--- config.mk ---
export PLATFORM = sky130hd
export DESIGN_NAME = xform_batch_sequencer_flat
export DESIGN_NICKNAME = d
export VERILOG_FILES = /design/src/rtl/xform_batch_sequencer_if.sv /design/src/rtl/xform_batch_sequencer.sv /design/src/flat_wrapper.sv
export SDC_FILE = /design/constraint.sdc
export NUM_CORES = 1
export LEC_CHECK = 0
export CORE_ASPECT_RATIO = 2
export CORE_UTILIZATION = 45
export DETAILED_ROUTE_END_ITERATION = 10
export GPL_ROUTABILITY_DRIVEN = 0
export PLACE_DENSITY = 0.68
export RECOVER_POWER = 50
export SLEW_MARGIN = 30
export SYNTH_ARGS = -nofsm -noshare
export SYNTH_HDL_FRONTEND = slang
export SYNTH_SLANG_ARGS = --single-unit
--- constraint.sdc ---
create_clock -name clk -period 11.79 [get_ports clk]
set_input_delay 3.537 -clock clk [delete_from_list [all_inputs] [get_ports clk]]
set_output_delay 3.537 -clock clk [all_outputs]
set_load 0.01 [all_outputs]
--- src/rtl/xform_batch_sequencer_if.sv ---
// Host/transform-stage bundle for xform_batch_sequencer.
// master = host + transform stage side, slave = sequencer side.
interface xform_batch_sequencer_if #(
    parameter int DATA_WIDTH = 16,
    parameter int AW         = 3
);
    logic                    load_valid;
    logic [DATA_WIDTH-1:0]   load_x;
    logic [DATA_WIDTH-1:0]   load_y;
    logic                    load_ready;
    logic                    batch_go;
    logic                    xf_start;
    logic [DATA_WIDTH-1:0]   xf_x;
    logic [DATA_WIDTH-1:0]   xf_y;
    logic                    xf_valid;
    logic [2*DATA_WIDTH-1:0] xf_combined;
    logic [AW-1:0]           rd_addr;
    logic [2*DATA_WIDTH-1:0] rd_data;
    logic [AW:0]             count;
    logic                    busy;
    logic                    batch_done;
    logic                    timeout_err;

    modport master (
        output load_valid, load_x, load_y, batch_go, xf_valid, xf_combined, rd_addr,
        input  load_ready, xf_start, xf_x, xf_y, rd_data, count, busy, batch_done, timeout_err
    );

    modport slave (
        input  load_valid, load_x, load_y, batch_go, xf_valid, xf_combined, rd_addr,
        output load_ready, xf_start, xf_x, xf_y, rd_data, count, busy, batch_done, timeout_err
    );
endinterface

--- src/rtl/xform_batch_sequencer.sv ---
// Buffers a batch of points and issues them one at a time to the 2D transform stage.
// Optional WAIT timeout enabled by defining SEQ_TIMEOUT_EN.
module xform_batch_sequencer #(
    parameter int DATA_WIDTH  = 16,
    parameter int DEPTH       = 8,
    parameter int AW          = 3,
    parameter int TIMEOUT_CYC = 15
) (
    input  logic                   clk,
    input  logic                   rst_n,
    xform_batch_sequencer_if.slave bus
);
    localparam int DW = DATA_WIDTH;
    localparam logic [AW:0] DEPTH_C = (AW+1)'(DEPTH);
    localparam logic [AW:0] ONE_C   = (AW+1)'(1);

    typedef enum logic [1:0] {
        IDLE  = 2'd0,
        ISSUE = 2'd1,
        WAIT  = 2'd2,
        DONE  = 2'd3
    } state_t;

    if ((DEPTH != (1 << AW)) || (DEPTH < 2) || (TIMEOUT_CYC < 1)) begin : g_param_bad
        $error("xform_batch_sequencer: inconsistent DEPTH/AW/TIMEOUT_CYC");
    end

    state_t             state_r, next_state_s;
    logic [AW:0]        count_r;
    logic [AW-1:0]      idx_r;
    logic [2*DW-1:0]    in_buf_r  [DEPTH];
    logic [2*DW-1:0]    res_buf_r [DEPTH];
    logic               xf_start_r, busy_r, batch_done_r;
    logic [DW-1:0]      xf_x_r, xf_y_r;
    logic [2*DW-1:0]    rd_data_r;

    logic               load_ready_s, load_acc_s, last_s, resp_s, tmo_hit_s;
    logic               go_acc_s, res_we_s, adv_s;
    logic [AW:0]        count_eff_s;
    logic [AW-1:0]      idx_nx_s;
    logic [2*DW-1:0]    op_s, res_data_s;

    assign load_ready_s = (state_r == IDLE) && (count_r < DEPTH_C);
    assign load_acc_s   = bus.load_valid && load_ready_s;
    // A load accepted alongside batch_go joins the batch being started.
    assign count_eff_s  = count_r + {{AW{1'b0}}, load_acc_s};
    assign idx_nx_s     = idx_r + AW'(1);
    assign last_s       = ({1'b0, idx_r} == (count_r - ONE_C));
    assign resp_s       = bus.xf_valid || tmo_hit_s;
    assign res_data_s   = bus.xf_valid ? bus.xf_combined : {(2*DW){1'b0}};

    // Next-state and per-cycle control decode.
    always_comb begin
        next_state_s = state_r;
        go_acc_s     = 1'b0;
        res_we_s     = 1'b0;
        adv_s        = 1'b0;
        case (state_r)
            IDLE: begin
                if (bus.batch_go) begin
                    go_acc_s = 1'b1;
                    if (count_eff_s != {(AW+1){1'b0}}) begin
                        next_state_s = ISSUE;
                    end else begin
                        next_state_s = DONE;
                    end
                end else begin
                    next_state_s = IDLE;
                end
            end
            ISSUE: next_state_s = WAIT;
            WAIT: begin
                if (resp_s) begin
                    res_we_s = 1'b1;
                    if (last_s) begin
                        next_state_s = DONE;
                    end else begin
                        next_state_s = ISSUE;
                        adv_s        = 1'b1;
                    end
                end else begin
                    next_state_s = WAIT;
                end
            end
            DONE:    next_state_s = IDLE;
            default: next_state_s = IDLE;
        endcase
    end

    // Operand for the ISSUE cycle being entered; bypasses a same-cycle load into slot 0.
    always_comb begin
        op_s = in_buf_r[{AW{1'b0}}];
        if (state_r == WAIT) begin
            op_s = in_buf_r[idx_nx_s];
        end else if (load_acc_s && (count_r == {(AW+1){1'b0}})) begin
            op_s = {bus.load_y, bus.load_x};
        end else begin
            op_s = in_buf_r[{AW{1'b0}}];
        end
    end

    // FSM state, counters and registered outputs.
    always_ff @(posedge clk or negedge rst_n) begin
        if (!rst_n) begin
            state_r      <= IDLE;
            count_r      <= {(AW+1){1'b0}};
            idx_r        <= {AW{1'b0}};
            xf_start_r   <= 1'b0;
            xf_x_r       <= {DW{1'b0}};
            xf_y_r       <= {DW{1'b0}};
            busy_r       <= 1'b0;
            batch_done_r <= 1'b0;
            rd_data_r    <= {(2*DW){1'b0}};
        end else begin
            state_r <= next_state_s;
            if (state_r == DONE) begin
                count_r <= {(AW+1){1'b0}};
            end else if (load_acc_s) begin
                count_r <= count_r + ONE_C;
            end
            if (go_acc_s) begin
                idx_r <= {AW{1'b0}};
            end else if (adv_s) begin
                idx_r <= idx_nx_s;
            end
            xf_start_r <= (next_state_s == ISSUE);
            if (next_state_s == ISSUE) begin
                {xf_y_r, xf_x_r} <= op_s;
            end
            busy_r       <= (next_state_s != IDLE);
            batch_done_r <= (next_state_s == DONE);
            rd_data_r    <= res_buf_r[bus.rd_addr];
        end
    end

    // Point and result storage; contents are don't-care after reset.
    always_ff @(posedge clk) begin
        if (load_acc_s) begin
            in_buf_r[count_r[AW-1:0]] <= {bus.load_y, bus.load_x};
        end
        if (res_we_s) begin
            res_buf_r[idx_r] <= res_data_s;
        end
    end

`ifdef SEQ_TIMEOUT_EN
    localparam int TW = $clog2(TIMEOUT_CYC + 1);
    logic [TW-1:0] wait_cnt_r;
    logic          timeout_err_r;

    assign tmo_hit_s = (state_r == WAIT) && !bus.xf_valid &&
                       (wait_cnt_r == TW'(TIMEOUT_CYC - 1));

    // WAIT-cycle counter and sticky timeout flag.
    always_ff @(posedge clk or negedge rst_n) begin
        if (!rst_n) begin
            wait_cnt_r    <= {TW{1'b0}};
            timeout_err_r <= 1'b0;
        end else begin
            if (state_r == ISSUE) begin
                wait_cnt_r <= {TW{1'b0}};
            end else if (state_r == WAIT) begin
                wait_cnt_r <= wait_cnt_r + TW'(1);
            end
            if (tmo_hit_s) begin
                timeout_err_r <= 1'b1;
            end else if (go_acc_s) begin
                timeout_err_r <= 1'b0;
            end
        end
    end

    assign bus.timeout_err = timeout_err_r;
`else
    assign tmo_hit_s       = 1'b0;
    assign bus.timeout_err = 1'b0;
`endif

    assign bus.load_ready = load_ready_s;
    assign bus.xf_start   = xf_start_r;
    assign bus.xf_x       = xf_x_r;
    assign bus.xf_y       = xf_y_r;
    assign bus.rd_data    = rd_data_r;
    assign bus.count      = count_r;
    assign bus.busy       = busy_r;
    assign bus.batch_done = batch_done_r;
endmodule

--- src/flat_wrapper.sv ---
// flat-port wrapper written by rule: the top's interface ports become plain ports
module xform_batch_sequencer_flat 
#(
    parameter int DATA_WIDTH  = 16,
    parameter int DEPTH       = 8,
    parameter int AW          = 3,
    parameter int TIMEOUT_CYC = 15
)
  (clk, rst_n, bus_load_valid, bus_load_x, bus_load_y, bus_batch_go, bus_xf_valid, bus_xf_combined, bus_rd_addr, bus_load_ready, bus_xf_start, bus_xf_x, bus_xf_y, bus_rd_data, bus_count, bus_busy, bus_batch_done, bus_timeout_err);
  xform_batch_sequencer_if #(.DATA_WIDTH(DATA_WIDTH), .AW(AW)) bus_i ();
  input  logic clk;
  input  logic rst_n;
  input wire logic [$bits(bus_i.load_valid)-1:0] bus_load_valid;
  input wire logic [$bits(bus_i.load_x)-1:0] bus_load_x;
  input wire logic [$bits(bus_i.load_y)-1:0] bus_load_y;
  input wire logic [$bits(bus_i.batch_go)-1:0] bus_batch_go;
  input wire logic [$bits(bus_i.xf_valid)-1:0] bus_xf_valid;
  input wire logic [$bits(bus_i.xf_combined)-1:0] bus_xf_combined;
  input wire logic [$bits(bus_i.rd_addr)-1:0] bus_rd_addr;
  output wire logic [$bits(bus_i.load_ready)-1:0] bus_load_ready;
  output wire logic [$bits(bus_i.xf_start)-1:0] bus_xf_start;
  output wire logic [$bits(bus_i.xf_x)-1:0] bus_xf_x;
  output wire logic [$bits(bus_i.xf_y)-1:0] bus_xf_y;
  output wire logic [$bits(bus_i.rd_data)-1:0] bus_rd_data;
  output wire logic [$bits(bus_i.count)-1:0] bus_count;
  output wire logic [$bits(bus_i.busy)-1:0] bus_busy;
  output wire logic [$bits(bus_i.batch_done)-1:0] bus_batch_done;
  output wire logic [$bits(bus_i.timeout_err)-1:0] bus_timeout_err;
  assign bus_i.load_valid = bus_load_valid;
  assign bus_i.load_x = bus_load_x;
  assign bus_i.load_y = bus_load_y;
  assign bus_i.batch_go = bus_batch_go;
  assign bus_i.xf_valid = bus_xf_valid;
  assign bus_i.xf_combined = bus_xf_combined;
  assign bus_i.rd_addr = bus_rd_addr;
  assign bus_load_ready = bus_i.load_ready;
  assign bus_xf_start = bus_i.xf_start;
  assign bus_xf_x = bus_i.xf_x;
  assign bus_xf_y = bus_i.xf_y;
  assign bus_rd_data = bus_i.rd_data;
  assign bus_count = bus_i.count;
  assign bus_busy = bus_i.busy;
  assign bus_batch_done = bus_i.batch_done;
  assign bus_timeout_err = bus_i.timeout_err;
  xform_batch_sequencer #(.DATA_WIDTH(DATA_WIDTH), .DEPTH(DEPTH), .AW(AW), .TIMEOUT_CYC(TIMEOUT_CYC)) u_core (.clk(clk), .rst_n(rst_n), .bus(bus_i));
endmodule
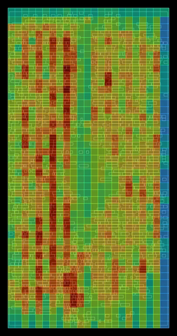
(run_1/congestion_map.png)
GR Layer Usage met3: 2.99%
global routing usage on met2: 35.8%
total global-route track usage: 19.2%

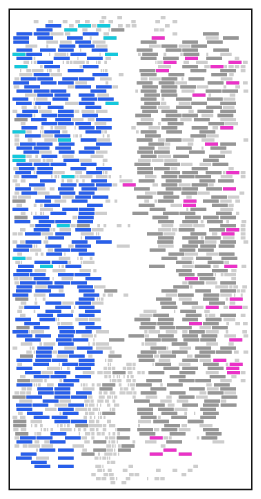
(run_1/ff_map.png)
(1.5 px per µm) Other sequential cells in the stronger grey, the rest of the logic in the fainter grey.
`u_core.bus.rd_data`: drawn in magenta, placed flops 32. `u_core.bus.xf_y`: drawn in cyan, placed flops 16. `u_core.in_buf_r`: drawn in blue, placed flops 256.

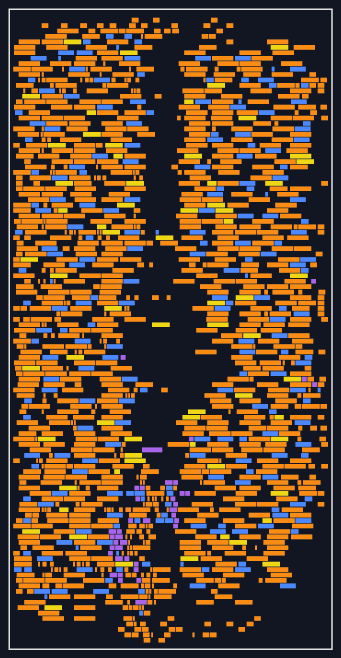
(run_1/sizing.png)
(2 px per µm)
x2: drawn in blue, cells 217, share 17%. x6 and larger: drawn in yellow, cells 65, share 5.0%. x1 and smaller: drawn in orange, cells 974, share 75%. x3 and x4: drawn in purple, cells 39, share 3.0%.

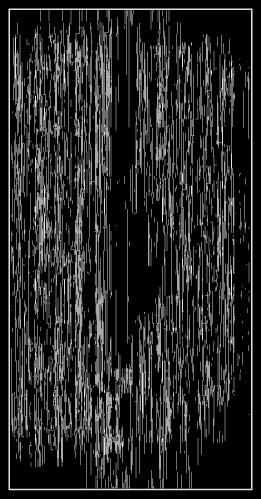
(run_1/m2.png)
(1.5 px per µm)
The longest straight run is 91.1 µm. 1,171 nets have wire on it. The layer holds 56% of the routed length.

==> design notes, run 1 <==
Setup repair after global routing left no endpoint under its margin. The vertical die dimension reported for this design is 319 µm. Per the timing report, the most critical flop-to-flop path originates at u_core.state_r[1]$_DFF_PN0_. Routing resource usage on met1 recorded by global route was 21.9%.

The tools report the headroom to the max-slew limit as -179%. Per the layout report, the design carries 170 non-clock buffers. The chip occupies 51,300 µm².

The peak ir drop on the vdd network was 154 µV; the setup fix buffers added after clock tree synthesis was 0. The final critical-path setup slack was 4.29 ns. The initial antenna violation count was 6; the final-report max-slew violation count was 186. The average instance area after synthesis works out to 20.6 µm². The sum of net half-perimeters after detailed placement was 26.4 mm; the sequential power share was 47.5%. The final timing report counts setup violations totalling 0. After synthesis, the most frequently instantiated cells are edfxtp_1 (512), mux4_2 (128), nand2_1 (79). The flow ran to the end, but the final reports show violations. Among the stages of the critical path, the cell type that occurs most often is ha_1. The routed design uses 26.8 mm of met2 wire. Together, buffers and inverters on the worst path number 2. Per STA, the worst path accumulates the most delay in the family simple AND/OR/NAND/NOR gates. Clock-pin slew was measured on the worst setup and hold paths at 0.07 ns. The run gives 2.29 mm as the routed length on met3. According to the CTS report, the clock sink count is 588. Counting I/O delays and the setup requirement, the final critical path takes 7.50 ns.

The detailed router reported a total wirelength of 48.3 mm. According to the I/O placement log, the pin count is 145. With the cell count after synthesis at 1,101, the synthesis warning total is 0. The number of input and output port buffers inserted is 143. For this run the top cell type by instance count after synthesis was edfxtp_1.

The number of cells reported by Yosys stat comes to 1,101. The count of clock-net buffers in the final layout was 72. The run gives 42 for the tally of unique sky130hd cells used after synthesis.

The checks that failed: max-capacitance violations, max-slew violations. Number of max-cap violations: 5. In the final design database the tool counted 1,333 nets.

The logs give 0.00397 W for the design internal power and 17,300 µm² for the area taken by flip-flops and latches. The run gives 441 as the number of combinational gates with multiple inputs. The power density over the cells came out at 205 nW/µm². Clock skew on the completed layout was measured at 0.0255 ns. In this run the tools logged warnings totalling 28.

According to the floorplan report, the placeable core area is 49,400 µm². With the pin count of the biggest net entering global routing at 66, the top-area cell type share of the netlist area is 67.9%. Among all stages on the critical path, the maximum delay recorded is 1.17 ns. For reference, the most critical setup path is categorized as input port to flip-flop.
==> run 1: flip-flops by register name, indices dropped and copies added, names as in the netlist, 2 cells and up <==
| register | flops |
|---|---|
| u_core.in_buf_r | 256 |
| u_core.res_buf_r | 256 |
| u_core.bus.rd_data | 32 |
| u_core.bus.xf_x | 16 |
| u_core.bus.xf_y | 16 |
| u_core.bus.count | 4 |
| u_core.idx_r | 3 |
| u_core.state_r | 2 |
==> run 1: power by group through the flow <==
| stage | Clock (W) | Combinational [W] | Sequential, W |
|---|---|---|---|
| final | 0.00161 | 0.00124 | 0.00258 |
| after global routing | 0.00172 | 0.00134 | 0.00260 |
| after floorplan | 0 | 0.000805 | 0.00260 |
| after CTS | 0.00165 | 0.00127 | 0.00258 |
| after global placement | 0 | 0.00124 | 0.00262 |
| after detailed placement | 0 | 0.00126 | 0.00263 |
==> run 1: metrics by stage <==
step	hold WS [ns]	utilization, %	instances	cell area (µm²)
2_1_floorplan	0.534	-	1101	22600
3_3_place_gp	0.492	50.4	1848	24900
3_5_place_dp	0.492	50.4	1848	24900
4_1_cts	0.507	53.6	1938	26500
5_1_grt	0.526	53.6	1939	26400
6_report	0.503	53.6	1940	26400
==> run 1: kinds of logic after synthesis <==
logic type	share of synthesized area, %
adder cells (fa/ha/maj)	0.332
other	0.0166
multiplexers	16.1
buffers and inverters	1.44
flip-flops	76.3
AND-OR/OR-AND	2.18
XOR/XNOR	0.232
AND/OR/NAND/NOR	3.40
==> run 1: worst register-to-register path: cells and delay by family (launching register included) <==
| kind | cells | cell delay, ns |
|---|---|---|
| multiplexers | 1 | 0.46 |
| buffers and inverters | 1 | 0.50 |
| adder cells (fa/ha/maj) | 2 | 0.59 |
| AND-OR/OR-AND | 2 | 0.17 |
| flip-flops | 1 | 0.54 |
| AND/OR/NAND/NOR | 3 | 2.28 |
==> inputs of run 2 (changes only) <==
==> constraint.sdc (replaced) <==
create_clock -name clk -period 7.11 [get_ports clk]
set_input_delay 2.133 -clock clk [delete_from_list [all_inputs] [get_ports clk]]
set_output_delay 2.133 -clock clk [all_outputs]
set_load 0.01 [all_outputs]
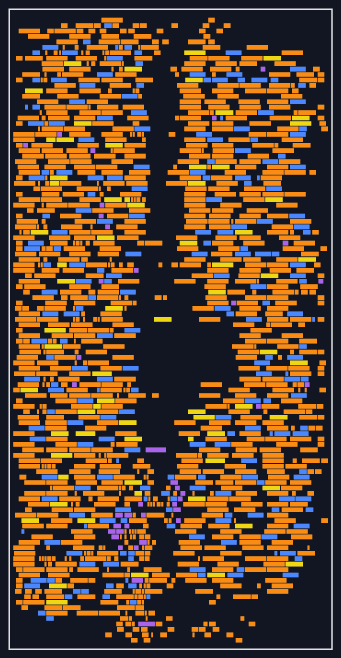
(run_2/sizing.png)
(2 px per µm)
x2: drawn in blue, cells 218, share 17%. x3 and x4: drawn in purple, cells 39, share 3.0%. x1 and smaller: drawn in orange, cells 975, share 75%. x6 and larger: drawn in yellow, cells 69, share 5.3%.

==> design notes, run 2 <==
The flow ran to the end, but the final reports show violations. Violations in the final reports: max-capacitance violations, max-slew violations (unchanged). The run gives 0.509 ns (was 0.503 ns) for the worst hold margin. The run gives 0 (unchanged) as the synthesis warning total.

With the post-synthesis cell count from yosys at 1,101 (unchanged), the warning total across the stage logs is 28 (unchanged). For the finished layout, the period the worst path requires is 5.76 ns. The run gives 47.9 mm (was 48.3 mm) for the wire length after detailed routing.

The final-report setup violation count came out at 0 (unchanged). The peak ir drop on the vdd network is 303 µV (was 154 µV), and the total number of nets in the final design is 1,338 (was 1,333). The run gives 20.6 µm² (unchanged) for the average instance area after synthesis. The complex-gate fraction of the synthesized area is 2.18% (unchanged). The arithmetic-cell share of the synthesized area counting full adders, half adders and majority gates is 0.332% (unchanged), and the pin count of the biggest net entering global routing is 66 (unchanged).

Headroom to the max-slew limit: -64.2% (was -179%). The boundary pin count was 145 (unchanged); the sum of net half-perimeters after detailed placement was 27.6 mm (was 26.4 mm). With the final worst clock skew at 0.0188 ns (was 0.0255 ns), the die area is 51,300 µm² (unchanged). The top logic cell family in the synthesized netlist was multiplexers (unchanged). The area fraction in and, or, nand and nor cells is 3.40% (unchanged), and the area fraction in xor and xnor cells is 0.232% (unchanged). The overall global routing resource usage came out at 19.2% (about the same). The met3 track demand over resource is 2.81% (was 2.99%). The final-report max-slew violation count is 177 (was 186). The initial antenna violation count is 6 (unchanged), and the number of sinks driven by the clock tree is 588 (unchanged). The area of the placeable core was 49,400 µm² (unchanged); the global-route met2 utilization was 35.9% (was 35.8%). The post-route non-filler standard cell count was 1,945 (was 1,940); the tally of unique sky130hd cells used after synthesis was 42 (unchanged). For the placed instance area, the log shows 25,000 µm² (was 24,900 µm²). The run gives 21.3% (was 21.9%) as the met1 track demand over resource. The top-area cell type share of the netlist area came out at 67.9% (unchanged). The run gives 2.19 mm (was 2.29 mm) as the routed length on met3.

The number of input and output port buffers inserted came out at 143 (unchanged). Commonest cells post-synth: edfxtp_1 (512), mux4_2 (128), nand2_1 (79) (unchanged). Power density over the cells: 344 nW/µm² (was 205 nW/µm²). The met2 routed wirelength came out at 26.6 mm (was 26.8 mm). Final design instance area without fill: 26,600 µm² (was 26,400 µm²).

The proportion of synthesized area in mux cells came out at 16.1% (unchanged). The tools report the via count as 10,996 (was 10,863). The final core area utilization was 54.0% (was 53.6%).

The clock slew seen by the registers of the worst setup and hold paths came out at 0.07 ns (about the same). The number of enable-type register cells in the synthesized netlist came out at 512 (unchanged). The cell count after synthesis was 1,101 (unchanged).

The tools report the beginning of the worst register-to-register path as u_core.state_r[1]$_DFF_PN0_ (unchanged). The number of max-cap violations was 5 (unchanged).
==> run 2: report_power, final <==
group | total [W] | leakage, nW | internal, W | switching, W
combinational | 0.00208 | 2.32 | 0.00102 | 0.00106
sequential | 0.00428 | 5.55 | 0.00408 | 0.000206
clock | 0.00279 | 0.823 | 0.00161 | 0.00119
==> run 2: cells by family after synthesis <==
logic type | count (synthesis)
AND-OR/OR-AND | 76
XOR/XNOR | 6
adder cells (fa/ha/maj) | 6
buffers and inverters | 72
flip-flops | 588
multiplexers | 196
other | 1
AND/OR/NAND/NOR | 156
==> run 2: layout make-up <==
class,count,area [µm²],share of cell area (%)
inverter,6,22.5,0.0845
antenna,1,2.50,0.00939
clock buffer,65,1360,5.10
clock inverter,27,323,1.21
multi-input combinational,441,5140,19.3
tap,643,805,3.02
sequential,588,17300,64.9
timing repair buffer,174,1710,6.40
==> run 2: critical path, cell delays in order <==
cell and delay, ns:
clkbuf_1 1.52, nand2b_1 0.22, nor3_1 0.22, clkbuf_1 1.73
==> run 2: worst min path at each step <==
stage                                    startpoint                         endpoint  cells past startpoint
floorplan            u_core.bus.xf_x[2]$_DFFE_PN0N_   u_core.bus.xf_x[2]$_DFFE_PN0N_                      1
global placement    u_core.bus.xf_y[10]$_DFFE_PN0N_  u_core.bus.xf_y[10]$_DFFE_PN0N_                      1
detailed placement   u_core.bus.xf_y[2]$_DFFE_PN0N_   u_core.bus.xf_y[2]$_DFFE_PN0N_                      1
CTS                 u_core.bus.xf_x[15]$_DFFE_PN0N_  u_core.bus.xf_x[15]$_DFFE_PN0N_                      1
global route        u_core.bus.xf_x[15]$_DFFE_PN0N_  u_core.bus.xf_x[15]$_DFFE_PN0N_                      1
finish               u_core.bus.xf_y[7]$_DFFE_PN0N_   u_core.bus.xf_y[7]$_DFFE_PN0N_                      1
No activity file was given, so power comes from the tool's default toggle rates.
